Figure 1. Cell outlines without signal wires.
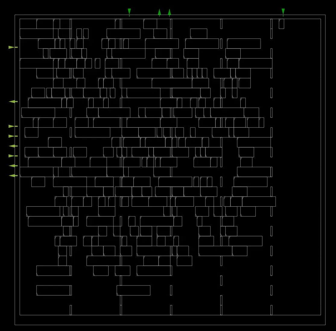
Figure 2. Sequential cells coloured by netlist name.
Other sequential cells in the stronger grey, the rest of the logic in the fainter grey.
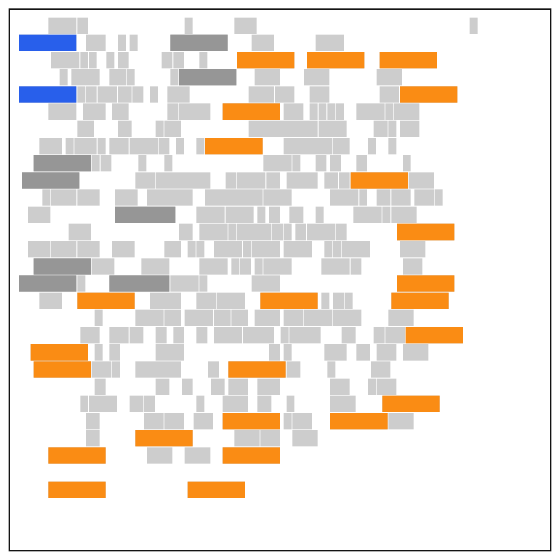
Figure 3. Placed cells, one colour a class.
Fill, decap, tap and diode cells in grey.
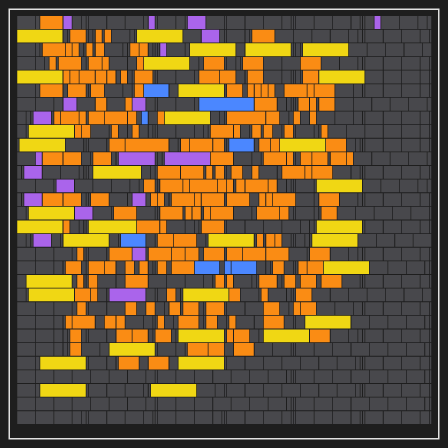
Figure 4. Signal metal coverage by tile.
Scale bar: 20 um. 17 x 17 tiles, from black (low) to pale yellow (high), scaled to the fullest tile. Values are wire area over tile area, all layers added.
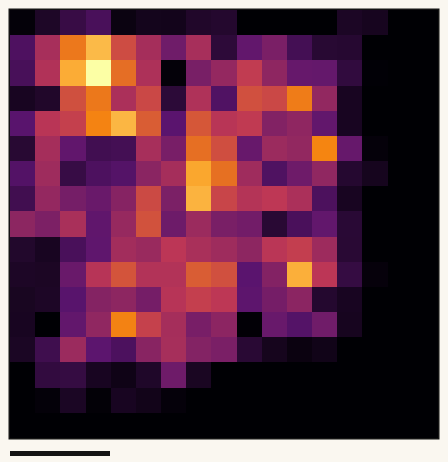
Figure 5. Close-up of the layout.
Scale bar: 20 um. Region (0, 0) to (50, 50) um. Cells in grey, sequential cells in the stronger grey; small squares are vias.
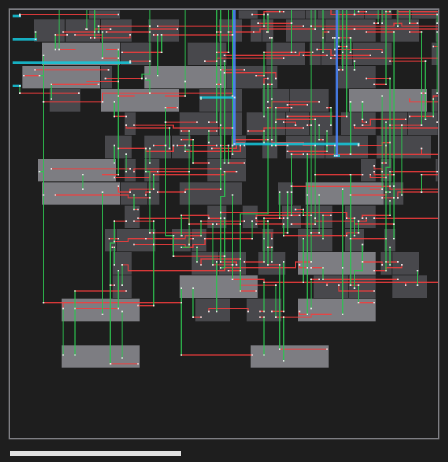
File: src/rtl/tick_rate_pkg.sv
`default_nettype none
// ============================================================================
//  Module   : tick_rate_pkg
//  Purpose  : Shared types and helpers for the slow-clock rate controller:
//             FSM state encoding, rate index type and the rate -> half-period
//             lookup.
//  Ports    : (package, none)
//  Revision : 1.0  initial release
// ============================================================================
package tick_rate_pkg;

    localparam int unsigned c_RATE_W = 2;

    typedef enum logic [1:0] {
        IDLE     = 2'd0,
        RUN      = 2'd1,
        STOPPING = 2'd2
    } state_t;

    typedef logic [c_RATE_W-1:0] rate_t;

    // Maps a rate index onto its half-period length in fastCLK cycles.
    function automatic int unsigned halfOf(
        input rate_t       rate,
        input int unsigned h0,
        input int unsigned h1,
        input int unsigned h2,
        input int unsigned h3
    );
        int unsigned v;
        v = h0;
        case (rate)
            2'd0:    v = h0;
            2'd1:    v = h1;
            2'd2:    v = h2;
            default: v = h3;
        endcase
        return v;
    endfunction

endpackage : tick_rate_pkg
`default_nettype wire

File: src/rtl/tick_rate_controller_counter.sv
`default_nettype none
// ============================================================================
//  Module   : half_period_counter
//  Purpose  : Half-period counter with terminal-count detect. Counts up from
//             0 and returns to 0 at terminal count; the >= compare means a
//             counter already beyond the limit (limit lowered mid-count)
//             still recovers on the next cycle instead of wrapping.
//  Ports    : fastCLK  in   system clock
//             resetN   in   asynchronous active-low reset
//             clear    in   force counter to 0 on the next edge
//             limit    in   terminal value (half-period minus one)
//             tc       out  counter has reached the terminal value
//  Revision : 1.0  initial release
// ============================================================================
module half_period_counter #(
    parameter int unsigned CNT_W = 24
) (
    input  logic             fastCLK,
    input  logic             resetN,
    input  logic             clear,
    input  logic [CNT_W-1:0] limit,
    output logic             tc
);

    logic [CNT_W-1:0] r_count;

    assign tc = (r_count >= limit);

    always_ff @(posedge fastCLK or negedge resetN) begin
        if (!resetN) begin
            r_count <= '0;
        end else if (clear || tc) begin
            r_count <= '0;
        end else begin
            r_count <= r_count + CNT_W'(1);
        end
    end

endmodule : half_period_counter
`default_nettype wire

File: src/rtl/tick_rate_controller.sv
`default_nettype none
// ============================================================================
//  Module   : tick_rate_controller
//  Purpose  : Divides fastCLK into a 50% duty slowCLK at one of four rates.
//             Start/stop is sequenced so slowCLK never produces a runt high
//             pulse, and rate changes take effect only on the falling edge of
//             slowCLK (full-period boundary) or immediately while idle.
//  Ports    : fastCLK         in   system clock, rising edge
//             resetN          in   asynchronous active-low reset
//             enable          in   1 = run, 0 = stop after the high phase
//             rate_sel[1:0]   in   requested rate index
//             rate_load       in   strobe capturing rate_sel
//             slowCLK         out  divided clock (registered)
//             tick            out  pulse in the cycle slowCLK toggles
//             cur_rate[1:0]   out  rate index in effect
//             change_pending  out  a loaded rate awaits a boundary
//             change_ack      out  pulse in the cycle a rate is applied
//  Revision : 1.0  initial release
// ============================================================================
module tick_rate_controller
    import tick_rate_pkg::*;
#(
    parameter int unsigned CNT_W        = 24,
    parameter int unsigned HALF0        = 100000,
    parameter int unsigned HALF1        = 1600000,
    parameter int unsigned HALF2        = 50000,
    parameter int unsigned HALF3        = 25000,
    parameter logic [1:0]  DEFAULT_RATE = 2'd0
) (
    input  logic       fastCLK,
    input  logic       resetN,
    input  logic       enable,
    input  logic [1:0] rate_sel,
    input  logic       rate_load,
    output logic       slowCLK,
    output logic       tick,
    output logic [1:0] cur_rate,
    output logic       change_pending,
    output logic       change_ack
);

    state_t           r_state;
    state_t           w_stateNext;
    logic             r_slowClk;
    logic             r_tick;
    rate_t            r_curRate;
    rate_t            r_pendingRate;
    logic             r_changePending;
    logic             r_changeAck;

    logic [CNT_W-1:0] w_limit;
    logic             w_tc;
    logic             w_clear;
    logic             w_active;
    logic             w_toggle;
    logic             w_boundary;
    logic             w_applyNow;
    rate_t            w_applyRate;

    // Terminal value is one less than the half-period length.
    assign w_limit = CNT_W'(halfOf(r_curRate, HALF0, HALF1, HALF2, HALF3) - 32'd1);

    half_period_counter #(
        .CNT_W (CNT_W)
    ) u_counter (
        .fastCLK (fastCLK),
        .resetN  (resetN),
        .clear   (w_clear),
        .limit   (w_limit),
        .tc      (w_tc)
    );

    // ------------------------------------------------------------------
    // Next-state logic. w_active marks cycles in which the counter is
    // allowed to toggle slowCLK; w_clear holds the counter at 0.
    // A stop request while slowCLK is high keeps counting so the high
    // phase completes at full length before returning to IDLE.
    // ------------------------------------------------------------------
    always_comb begin
        w_stateNext = r_state;
        w_clear     = 1'b0;
        w_active    = 1'b0;
        case (r_state)
            IDLE: begin
                w_clear = 1'b1;
                if (enable) begin
                    w_stateNext = RUN;
                end
            end
            RUN: begin
                if (enable) begin
                    w_active = 1'b1;
                end else if (!r_slowClk) begin
                    // Low phase: stopping here cannot shorten a high pulse.
                    w_clear     = 1'b1;
                    w_stateNext = IDLE;
                end else begin
                    w_active    = 1'b1;
                    w_stateNext = w_tc ? IDLE : STOPPING;
                end
            end
            STOPPING: begin
                w_active = 1'b1;
                if (enable) begin
                    w_stateNext = RUN;
                end else if (w_tc) begin
                    w_stateNext = IDLE;
                end
            end
            default: begin
                w_clear     = 1'b1;
                w_stateNext = IDLE;
            end
        endcase
    end

    assign w_toggle   = w_active & w_tc;
    assign w_boundary = w_toggle & r_slowClk;

    // A rate is applied on a falling-edge boundary (if one is pending or
    // arriving this cycle) or on the cycle after a load while idle. A load
    // coinciding with the apply wins over the older pending value.
    assign w_applyNow  = (w_boundary & (rate_load | r_changePending))
                       | ((r_state == IDLE) & r_changePending);
    assign w_applyRate = rate_load ? rate_sel : r_pendingRate;

    always_ff @(posedge fastCLK or negedge resetN) begin
        if (!resetN) begin
            r_state <= IDLE;
        end else begin
            r_state <= w_stateNext;
        end
    end

    always_ff @(posedge fastCLK or negedge resetN) begin
        if (!resetN) begin
            r_slowClk       <= 1'b0;
            r_tick          <= 1'b0;
            r_curRate       <= DEFAULT_RATE;
            r_pendingRate   <= '0;
            r_changePending <= 1'b0;
            r_changeAck     <= 1'b0;
        end else begin
            r_tick      <= w_toggle;
            r_changeAck <= w_applyNow;
            if (w_toggle) begin
                r_slowClk <= ~r_slowClk;
            end
            if (w_applyNow) begin
                r_curRate       <= w_applyRate;
                r_changePending <= 1'b0;
            end else if (rate_load) begin
                r_pendingRate   <= rate_sel;
                r_changePending <= 1'b1;
            end
        end
    end

    assign slowCLK        = r_slowClk;
    assign tick           = r_tick;
    assign cur_rate       = r_curRate;
    assign change_pending = r_changePending;
    assign change_ack     = r_changeAck;

endmodule : tick_rate_controller
`default_nettype wire

File: config.mk
export PLATFORM = sky130hd
export DESIGN_NAME = tick_rate_controller
export DESIGN_NICKNAME = d
export VERILOG_FILES = /design/src/rtl/tick_rate_pkg.sv /design/src/rtl/tick_rate_controller_counter.sv /design/src/rtl/tick_rate_controller.sv
export SDC_FILE = /design/constraint.sdc
export NUM_CORES = 1
export LEC_CHECK = 0
export CORE_UTILIZATION = 35
export CTS_CLUSTER_DIAMETER = 40
export DETAILED_ROUTE_END_ITERATION = 8
export GPL_TIMING_DRIVEN = 0
export RECOVER_POWER = 25
export SYNTH_ARGS = -nofsm -noshare
export SYNTH_HDL_FRONTEND = slang
export SYNTH_SLANG_ARGS = --single-unit
export TNS_END_PERCENT = 10
File: constraint.sdc
create_clock -name fastCLK -period 2.8 [get_ports fastCLK]
set_input_delay 0.56 -clock fastCLK [delete_from_list [all_inputs] [get_ports fastCLK]]
set_output_delay 0.56 -clock fastCLK [all_outputs]
set_load 0.005 [all_outputs]
==> deck_impl_summary.md <==
Key Metrics from the Run

Run status
  • Outcome: complete, but fails checks
  • Failing checks: capacitance limit, slew limit

Synth
  • Post-synth EDFFs: 0
  • Cell with the most instances after synthesis: dfrtp_1
  • Synthesized registers: 34
  • Cell Type Count: 43
  • Main synth FF type: dfrtp_1
  • Async SR Flop Fraction: 1.00
  • Post-Syn Area per Cell: 10.2 um^2
  • Adder Share, Synth: 0.164
  • Mapped Area: 2440 um^2
  • Multiplexer share: 0.0205
  • Yosys Chip Area: 2440 um^2
  • Biggest area consumer among synthesized cells: dfrtp_1
  • YS warnings: 0
  • Top cell area share: 0.349
  • Synth Seq Share: 0.349
  • Complex Gates by Area: 0.0991
  • # Cells Yosys: 240

Detailed routing
  • First-pass detailed-route iteration total: 4
  • Metal-1 WL: roughly 2.2 mm
  • DR vias: 1714
  • Drt wl/cell: 13.0 um
  • DRT Wirelength: 4.48 mm
  • DRC: 0

Finish
  • CLK BUF: 7
  • Largest class: logic gates
  • NonClk Buf Share: 0.0692
  • Synth-to-Final Area Change: 15.7%
  • Logic area: about 1500 um^2
  • N_diodes: 0
  • Comb/total area: 0.538
  • Layout net count: about 300

Floorplan
  • Row count: 30
  • Die width: ~85 um
  • Chip area: 7300 um^2
  • Chip height: 85.5 um
  • Fp_density: 0.361
  • I/O pin count: 12

Power
  • Switching fraction of total power: 0.374
  • PwrDens: between 600 and 700 nW/um^2
  • Peak supply drop: 0.000387 V
  • Switching power: 0.717 mW
  • Pint: approximately 1.2 mW
  • P_clk: 0.446 mW
  • Combinational power: 0.849 mW

Critical path
  • WP data arrival: approximately 2.8 ns
  • Worst Path Max Fanout: 10
  • CP max stage delay: 0.44 ns
  • Setup crit end kind: flip-flop
  • CP delay by family, top: AND-OR/OR-AND gates
  • Startpoint types: flip-flop
  • Reg2reg path depth: 12
  • CP Class: flip-flop to flip-flop
  • R2r startpoint: cur_rate[0]
  • Origin of the worst setup path: cur_rate[0]
  • Worst-path cell chain: inv_1, ha_1, inv_1, xnor2_1, ha_1, a21o_1, a21o_1, o2111ai_2, nand3_1, nand4b_4, buf_12, nor2_4
  • Worst path slowest cell: dfrtp_2
  • CP bufs+invs: 3

GRT
  • First-pass GRT wire length: 7.92 mm
  • GRT Total Usage: 0.140
  • Grt ovf: 0

Hold path
  • Min-delay src: r_pendingRate[0]
  • Min-Delay Path Depth: 1
  • Min-delay worst type: flip-flop to flip-flop
  • Worst Hold End: r_pendingRate[0]

Clocking
  • Clock tree from TritonCTS: done
  • TritonCTS Sinks: 34
  • CTS Buffer Depth: 2
  • H-tree depth: 2
  • Clock Latency Late Sink: about 0.28 ns
  • CTS buffer count: 5

STA
  • Final Max Tran Viols: 35
  • Unrepaired setup endpoints after global routing: no
  • Hold Fails Final Rpt: 0
  • Max Clock Freq: 384 MHz
  • Clock skew: 0.00263 ns
  • Tcrit/Tclk final: 0.929
  • Final setup viols: 0
  • Worst-margin pin slew: about 1.8 ns
  • Tmin final: 2.60 ns
  • Post-Route Setup TNS: 0 ns

Place
  • Placement Setup Slack: 0.0495 ns
  • # port buffers: 9
  • GPL Wtd Cong: 0.772
  • Final HPWL DP: between 3 and 4 mm

Job
  • Max-Cap Viols: 1
Notes on Figure 1 above:
fillers: 661
# Taps: 80
seq_cells: 34
Core Area: 6760 um^2
sequential share of cell area: 0.303

Notes on Figure 2 above:
- r_state: blue (sequential cells 2)
- u_counter.r_count: orange (sequential cells 24; where widely spread)
Sequential Power: 0.621 mW
Register Area: 853 um^2
final design utilization: 0.417

Notes on Figure 3 above:
- clock drivers and dummy loads: blue (cells 8)
- remaining buffers and delay cells: purple (cells 20)
- sequential cells: yellow (cells 34)
- combinational and other logic: orange (cells 203)

Notes on Figure 4 above:
- emptiest ninth of the die: south-east
- nearly empty tiles: 31%
- tiles over half the peak: 13%
- fullest tile: 0.41
- mean over tiles: 0.095

Notes on Figure 5 above:
- metal 3: cyan
- metal 4: blue
- metal 2: green
- metal 1: red
- sequential cells in the window: 14
- most frequent: ha_1 (15), dfrtp_1 (13), nand3_1 (7)
- cells with their middle in the window: 96
- netlist names of flops here include: u_counter.r_count (11)

==> per-layer routing <==
layer,track usage,vias to the layer above
met3,0.0350,6
met5,0,-
met2,0.224,20
met1,0.180,809
li1,-,879
met4,0.0545,0
==> what timing repair did <==
| item | in CTS | in global routing |
|---|---|---|
| gates resized | 0 | 8 |
| hold endpoints to repair | 0 | 0 |
| hold buffers | 0 | 0 |
| endpoints found under the setup margin | 0 | 26 |
| buffers inserted | 0 | 4 |
==> metrics by stage <==
step / instances / cell area (um^2)
after global placement: 332 / 2640
after global routing: 345 / 2820
after detailed placement: 332 / 2630
after floorplan: 243 / 2450
after CTS: 340 / 2740
final: 345 / 2820
==> registers in the layout, indices dropped and copies added (netlist names) <==
name               flops
u_counter.r_count     24
cur_rate               2
r_pendingRate          2
r_state                2
change_ack             1
change_pending         1
slowCLK                1
tick                   1
Power is estimated from default activity; no workload was simulated.
